===== src/rtl/crc_tx_framer_if.sv =====
// Payload-in / framed-out stream bundle for crc_tx_framer.
// The master modport is the framer's view; slave is the surrounding environment.
interface crc_tx_framer_if #(
    parameter int DATA_WIDTH = 8
);
    logic [DATA_WIDTH-1:0] s_data;
    logic                  s_valid;
    logic                  s_last;
    logic                  s_ready;
    logic [DATA_WIDTH-1:0] m_data;
    logic                  m_valid;
    logic                  m_last;
    logic                  m_crc;
    logic                  m_ready;

    modport master (
        input  s_data, s_valid, s_last, m_ready,
        output s_ready, m_data, m_valid, m_last, m_crc
    );

    modport slave (
        output s_data, s_valid, s_last, m_ready,
        input  s_ready, m_data, m_valid, m_last, m_crc
    );
endinterface


===== src/rtl/crc_tx_framer.sv =====
// Stream framer: passes payload through a one-deep output register and appends
// the CRC of each frame as an extra beat, driving a bit-serial-equivalent CRC core.

module crc #(
    parameter int DATA_WIDTH = 8,
    parameter int CRC_WIDTH  = 8
) (
    input  logic                  clk,
    input  logic                  resetn,
    input  logic                  clear,
    input  logic                  data_in_valid,
    input  logic [DATA_WIDTH-1:0] data_in,
    input  logic [CRC_WIDTH-1:0]  init,
    input  logic [CRC_WIDTH:0]    poly,
    input  logic                  data_reverse,
    input  logic                  crc_reverse,
    input  logic [CRC_WIDTH-1:0]  xorout,
    output logic [CRC_WIDTH-1:0]  crc_out
);
    logic [CRC_WIDTH-1:0]  state_q;
    logic [CRC_WIDTH-1:0]  state_d;
    logic [CRC_WIDTH-1:0]  seed;
    logic [CRC_WIDTH-1:0]  stateView;
    logic [DATA_WIDTH-1:0] dataOrdered;
    logic                  fresh_q;
    logic                  unusedPolyTop;

    // The leading polynomial term is implicit in the shift-out of the MSB.
    assign unusedPolyTop = poly[CRC_WIDTH];

    // Clear only marks the state fresh, so the init value latched alongside it
    // is picked up on the first data beat rather than a cycle too early.
    always_comb begin
        dataOrdered = data_in;
        if (data_reverse) begin
            for (int i = 0; i < DATA_WIDTH; i++) begin
                dataOrdered[i] = data_in[DATA_WIDTH-1-i];
            end
        end
        seed    = fresh_q ? init : state_q;
        state_d = seed;
        for (int i = DATA_WIDTH - 1; i >= 0; i--) begin
            if (state_d[CRC_WIDTH-1] ^ dataOrdered[i]) begin
                state_d = (state_d << 1) ^ poly[CRC_WIDTH-1:0];
            end else begin
                state_d = state_d << 1;
            end
        end
        stateView = seed;
        if (crc_reverse) begin
            for (int i = 0; i < CRC_WIDTH; i++) begin
                stateView[i] = seed[CRC_WIDTH-1-i];
            end
        end
        crc_out = stateView ^ xorout;
    end

    always_ff @(posedge clk or negedge resetn) begin
        if (!resetn) begin
            state_q <= '0;
            fresh_q <= 1'b1;
        end else if (clear) begin
            fresh_q <= 1'b1;
        end else if (data_in_valid) begin
            state_q <= state_d;
            fresh_q <= 1'b0;
        end
    end
endmodule

module crc_tx_framer #(
    parameter int DATA_WIDTH = 8,
    parameter int CRC_WIDTH  = 8
) (
    input  logic                 clk,
    input  logic                 reset,
    input  logic [CRC_WIDTH-1:0] init_in,
    input  logic [CRC_WIDTH:0]   poly_in,
    input  logic                 data_reverse,
    input  logic                 crc_reverse,
    input  logic [CRC_WIDTH-1:0] xorout_in,
    crc_tx_framer_if.master      bus,
    output logic [15:0]          frame_cnt
);
    if (CRC_WIDTH > DATA_WIDTH) begin : gWidthCheck
        $error("crc_tx_framer: CRC_WIDTH must not exceed DATA_WIDTH");
    end

    typedef enum logic [1:0] {INIT, PASS, CRC} state_t;

    state_t                state_q;
    logic [DATA_WIDTH-1:0] mData_q;
    logic                  mValid_q;
    logic                  mLast_q;
    logic                  mCrc_q;
    logic [15:0]           frameCnt_q;
    logic [CRC_WIDTH-1:0]  init_q;
    logic [CRC_WIDTH:0]    poly_q;
    logic                  dataRev_q;
    logic                  crcRev_q;
    logic [CRC_WIDTH-1:0]  xorout_q;

    logic                  outFree;
    logic                  sReady;
    logic                  accept;
    logic [CRC_WIDTH-1:0]  crcOut;
    logic [DATA_WIDTH-1:0] crcBeat_d;

    assign outFree = !mValid_q || bus.m_ready;
    assign sReady  = (state_q == PASS) && outFree;
    assign accept  = bus.s_valid && sReady;

    always_comb begin
        crcBeat_d                = '0;
        crcBeat_d[CRC_WIDTH-1:0] = crcOut;
    end

    crc #(
        .DATA_WIDTH(DATA_WIDTH),
        .CRC_WIDTH (CRC_WIDTH)
    ) u_crc (
        .clk          (clk),
        .resetn       (~reset),
        .clear        (state_q == INIT),
        .data_in_valid(accept),
        .data_in      (bus.s_data),
        .init         (init_q),
        .poly         (poly_q),
        .data_reverse (dataRev_q),
        .crc_reverse  (crcRev_q),
        .xorout       (xorout_q),
        .crc_out      (crcOut)
    );

    // A downstream handshake frees the register; a load in the same cycle
    // overrides that and keeps m_valid high with the new beat.
    always_ff @(posedge clk or posedge reset) begin
        if (reset) begin
            state_q    <= INIT;
            mData_q    <= '0;
            mValid_q   <= 1'b0;
            mLast_q    <= 1'b0;
            mCrc_q     <= 1'b0;
            frameCnt_q <= '0;
            init_q     <= '0;
            poly_q     <= '0;
            dataRev_q  <= 1'b0;
            crcRev_q   <= 1'b0;
            xorout_q   <= '0;
        end else begin
            if (mValid_q && bus.m_ready && mCrc_q) begin
                frameCnt_q <= frameCnt_q + 16'd1;
            end
            if (bus.m_ready) begin
                mValid_q <= 1'b0;
            end
            case (state_q)
                INIT: begin
                    init_q    <= init_in;
                    poly_q    <= poly_in;
                    dataRev_q <= data_reverse;
                    crcRev_q  <= crc_reverse;
                    xorout_q  <= xorout_in;
                    state_q   <= PASS;
                end
                PASS: begin
                    if (accept) begin
                        mData_q  <= bus.s_data;
                        mValid_q <= 1'b1;
                        mLast_q  <= 1'b0;
                        mCrc_q   <= 1'b0;
                        if (bus.s_last) begin
                            state_q <= CRC;
                        end
                    end
                end
                CRC: begin
                    if (outFree) begin
                        mData_q  <= crcBeat_d;
                        mValid_q <= 1'b1;
                        mLast_q  <= 1'b1;
                        mCrc_q   <= 1'b1;
                        state_q  <= INIT;
                    end
                end
                default: state_q <= INIT;
            endcase
        end
    end

    assign bus.s_ready = sReady;
    assign bus.m_data  = mData_q;
    assign bus.m_valid = mValid_q;
    assign bus.m_last  = mLast_q;
    assign bus.m_crc   = mCrc_q;
    assign frame_cnt   = frameCnt_q;
endmodule


===== src/flat_wrapper.sv =====
// flat-port wrapper written by rule: the top's interface ports become plain ports
module crc_tx_framer_flat 
#(
    parameter int DATA_WIDTH = 8,
    parameter int CRC_WIDTH  = 8
)
  (clk, reset, init_in, poly_in, data_reverse, crc_reverse, xorout_in, frame_cnt, bus_s_data, bus_s_valid, bus_s_last, bus_m_ready, bus_s_ready, bus_m_data, bus_m_valid, bus_m_last, bus_m_crc);
  crc_tx_framer_if #(.DATA_WIDTH(DATA_WIDTH)) bus_i ();
  input  logic clk;
  input  logic reset;
  input  logic [CRC_WIDTH-1:0] init_in;
  input  logic [CRC_WIDTH:0] poly_in;
  input  logic data_reverse;
  input  logic crc_reverse;
  input  logic [CRC_WIDTH-1:0] xorout_in;
  output logic [15:0] frame_cnt;
  input wire logic [$bits(bus_i.s_data)-1:0] bus_s_data;
  input wire logic [$bits(bus_i.s_valid)-1:0] bus_s_valid;
  input wire logic [$bits(bus_i.s_last)-1:0] bus_s_last;
  input wire logic [$bits(bus_i.m_ready)-1:0] bus_m_ready;
  output wire logic [$bits(bus_i.s_ready)-1:0] bus_s_ready;
  output wire logic [$bits(bus_i.m_data)-1:0] bus_m_data;
  output wire logic [$bits(bus_i.m_valid)-1:0] bus_m_valid;
  output wire logic [$bits(bus_i.m_last)-1:0] bus_m_last;
  output wire logic [$bits(bus_i.m_crc)-1:0] bus_m_crc;
  assign bus_i.s_data = bus_s_data;
  assign bus_i.s_valid = bus_s_valid;
  assign bus_i.s_last = bus_s_last;
  assign bus_i.m_ready = bus_m_ready;
  assign bus_s_ready = bus_i.s_ready;
  assign bus_m_data = bus_i.m_data;
  assign bus_m_valid = bus_i.m_valid;
  assign bus_m_last = bus_i.m_last;
  assign bus_m_crc = bus_i.m_crc;
  crc_tx_framer #(.DATA_WIDTH(DATA_WIDTH), .CRC_WIDTH(CRC_WIDTH)) u_core (.clk(clk), .reset(reset), .init_in(init_in), .poly_in(poly_in), .data_reverse(data_reverse), .crc_reverse(crc_reverse), .xorout_in(xorout_in), .bus(bus_i), .frame_cnt(frame_cnt));
endmodule

===== config.mk =====
export PLATFORM = sky130hd
export DESIGN_NAME = crc_tx_framer_flat
export DESIGN_NICKNAME = d
export VERILOG_FILES = /design/src/rtl/crc_tx_framer_if.sv /design/src/rtl/crc_tx_framer.sv /design/src/flat_wrapper.sv
export SDC_FILE = /design/constraint.sdc
export NUM_CORES = 1
export LEC_CHECK = 0
export ABC_AREA = 1
export CAP_MARGIN = 5
export CORE_ASPECT_RATIO = 1.5
export CORE_MARGIN = 5
export CORE_UTILIZATION = 50
export CTS_CLUSTER_DIAMETER = 80
export DETAILED_ROUTE_END_ITERATION = 7
export HOLD_SLACK_MARGIN = 0.15
export PLACE_DENSITY = 0.78
export SYNTH_ARGS = -nofsm -noshare
export SYNTH_HDL_FRONTEND = slang
export SYNTH_SLANG_ARGS = --single-unit

===== constraint.sdc =====
create_clock -name clk -period 3.2 [get_ports clk]
set_clock_uncertainty 0.15 [all_clocks]
set_input_delay 0.48 -clock clk [delete_from_list [all_inputs] [get_ports clk]]
set_output_delay 0.48 -clock clk [all_outputs]
set_load 0.05 [all_outputs]

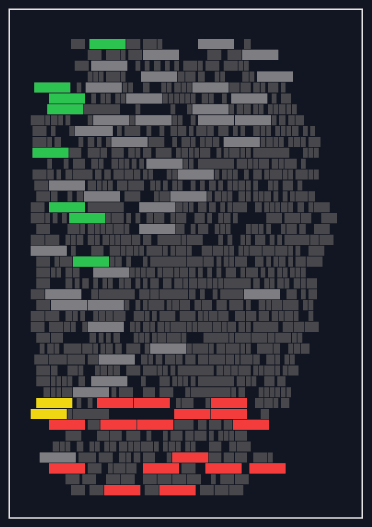
(register map, names as in the netlist)
Scale: 4 px per um. Other sequential cells in the stronger gray, the rest of the logic in the fainter gray.
[red] u_core.frame_cnt | placed flops: 16
[green] u_core.xorout_q | placed flops: 8 | where: north-west
[yellow] u_core.state_q | placed flops: 2

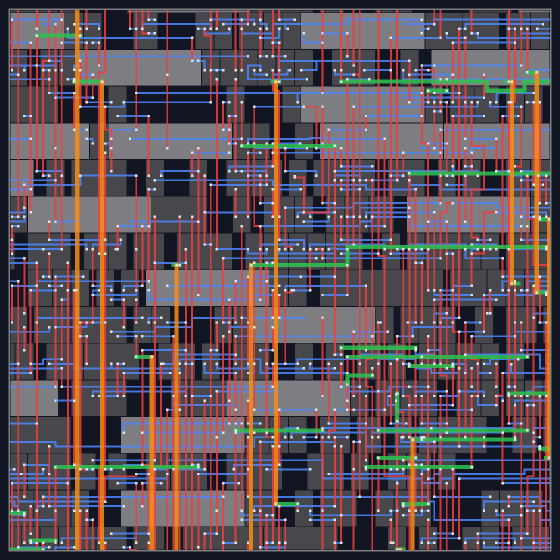
(close-up of the layout)
Window x 24 to 64, y 69 to 109 um. Cells in gray, sequential cells in the stronger gray; small squares are vias.
[green] metal 3
[orange] metal 4
[blue] metal 1
[red] metal 2
most frequent: nand2_1 (86), inv_1 (21), buf_4 (18)
sequential cells in the window: 15
netlist names of flops here include: u_core.u_crc.state_q (8), u_core.poly_q (4), u_core.init_q (3)
cells with their middle in the window: 190

==> impl_metrics.env <==
# implementation run metrics
export IMPL_status="complete, but fails checks"
export IMPL_violations="negative setup slack"
export IMPL_drt_pass1_iterations=5
export IMPL_dp_hpwl_mm=9.50
export IMPL_wire_per_inst_um=14.4
export IMPL_mostFrequentLayoutCell="nand2_1"
export IMPL_cts_buffers=9
export IMPL_ys_sh_aoi=0.0784
export IMPL_place_area_sq_um=5550
export IMPL_cts_sinks=63
export IMPL_path_cells="nand2_1, nand2_4, nand2_2, nand2_2, nand4_1, nand2_4, inv_1, nand2_2, nand3_2, nand2_2, nand2_4, buf_4, buf_4, nand2_1, xor2_1, xor2_1, xor2_1, nand2_1, nand2_1, nand3_1, nand3_1, nand2_1"
export IMPL_initCoreUtil=0.512
export IMPL_h_tree_depth=3
export IMPL_crit_path_frequent_cell="nand2_1"
export IMPL_yosysUniqueCellTypes=35
export IMPL_grt_pass1_vias=4453
export IMPL_top_layer_used="met4"
export IMPL_clock_path_buffers=2
export IMPL_ys_cells=686
export IMPL_detailroute_wirelength_met3_um=507
export IMPL_flops=63
export IMPL_root_buffer="clkbuf_16"
export IMPL_design_area_sq_um=6150
export IMPL_grtUsageMet3=0.0441
export IMPL_via_per_inst=5.21
export IMPL_portBuffers=66
export IMPL_cts_resized=31
export IMPL_topCellsByArea="dfrtp_1, nand2_1, inv_1, o21ai_0, nand3_1"
export IMPL_grt_first_pass_wirelength_mm=20.7
export IMPL_critPathMaxFanout=8
export IMPL_ys_sh_adder=0.0110
export IMPL_r2r_slack_ps=-280
export IMPL_antenna_left=0
export IMPL_num_clock_buffers=13
export IMPL_die_area_sq_um=11100
export IMPL_hold_violations=0
export IMPL_fin_nets=840
export IMPL_num_multi_input_gates=512
export IMPL_startpoint="u_core.u_crc.fresh_q$_DFFE_PP1P_"
export IMPL_seqAreaFraction=0.257
export IMPL_core_area_sq_um=8880
export IMPL_crit_arrival_ps=3550
export IMPL_tightest_slew_ps=535
export IMPL_largest_area_cell="dfrtp_1"
export IMPL_async_flop_share=1.00
export IMPL_ff2ff_path_depth=22
export IMPL_r2r_end="u_core.u_crc.state_q[5]$_DFFE_PP0P_"
export IMPL_worstSkewPairLatency_ps=330
export IMPL_yosys_top_cells_count="nand2_1, inv_1, dfrtp_1"
export IMPL_max_cap_violations=0
export IMPL_ys_sh_simple=0.389
export IMPL_synth_warnings=0
export IMPL_die_y_um=127
export IMPL_fp_nets=730
export IMPL_fin_cells=911
export IMPL_syn_area_sq_um=4550
export IMPL_flop_cell="dfrtp_1"
export IMPL_mi_logic_area_sq_um=2740
export IMPL_grt_max_degree=50
export IMPL_rsz0062_at_grt="true"
export IMPL_cp_slowest_stage_delay_ps=630
export IMPL_synth_top_area_share=0.341
export IMPL_tap_cells=110
export IMPL_inv_count=89
export IMPL_area_growth_pct=35.2
export IMPL_fin_crit_ps=3480
export IMPL_setup_viol=8
export IMPL_finalWorstSetupSlack_ps=-276
export IMPL_placed_cells=882
export IMPL_synth_xor_area_share=0.0715
export IMPL_grt_overflow=0
export IMPL_vias=4747
export IMPL_fin_util=0.693
export IMPL_fin_crit_sh=1.09
export IMPL_grt_usage=0.237
export IMPL_drtIter0Drc=401
export IMPL_largest_register_ffs=16
export IMPL_whs_ps=307
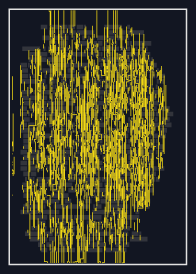
(signal wires on met2)
Scale: 2 px per um. Cells faint in the background.
nets with wire on the layer: 688
main direction: vertical
wire length on this layer: 7020 um

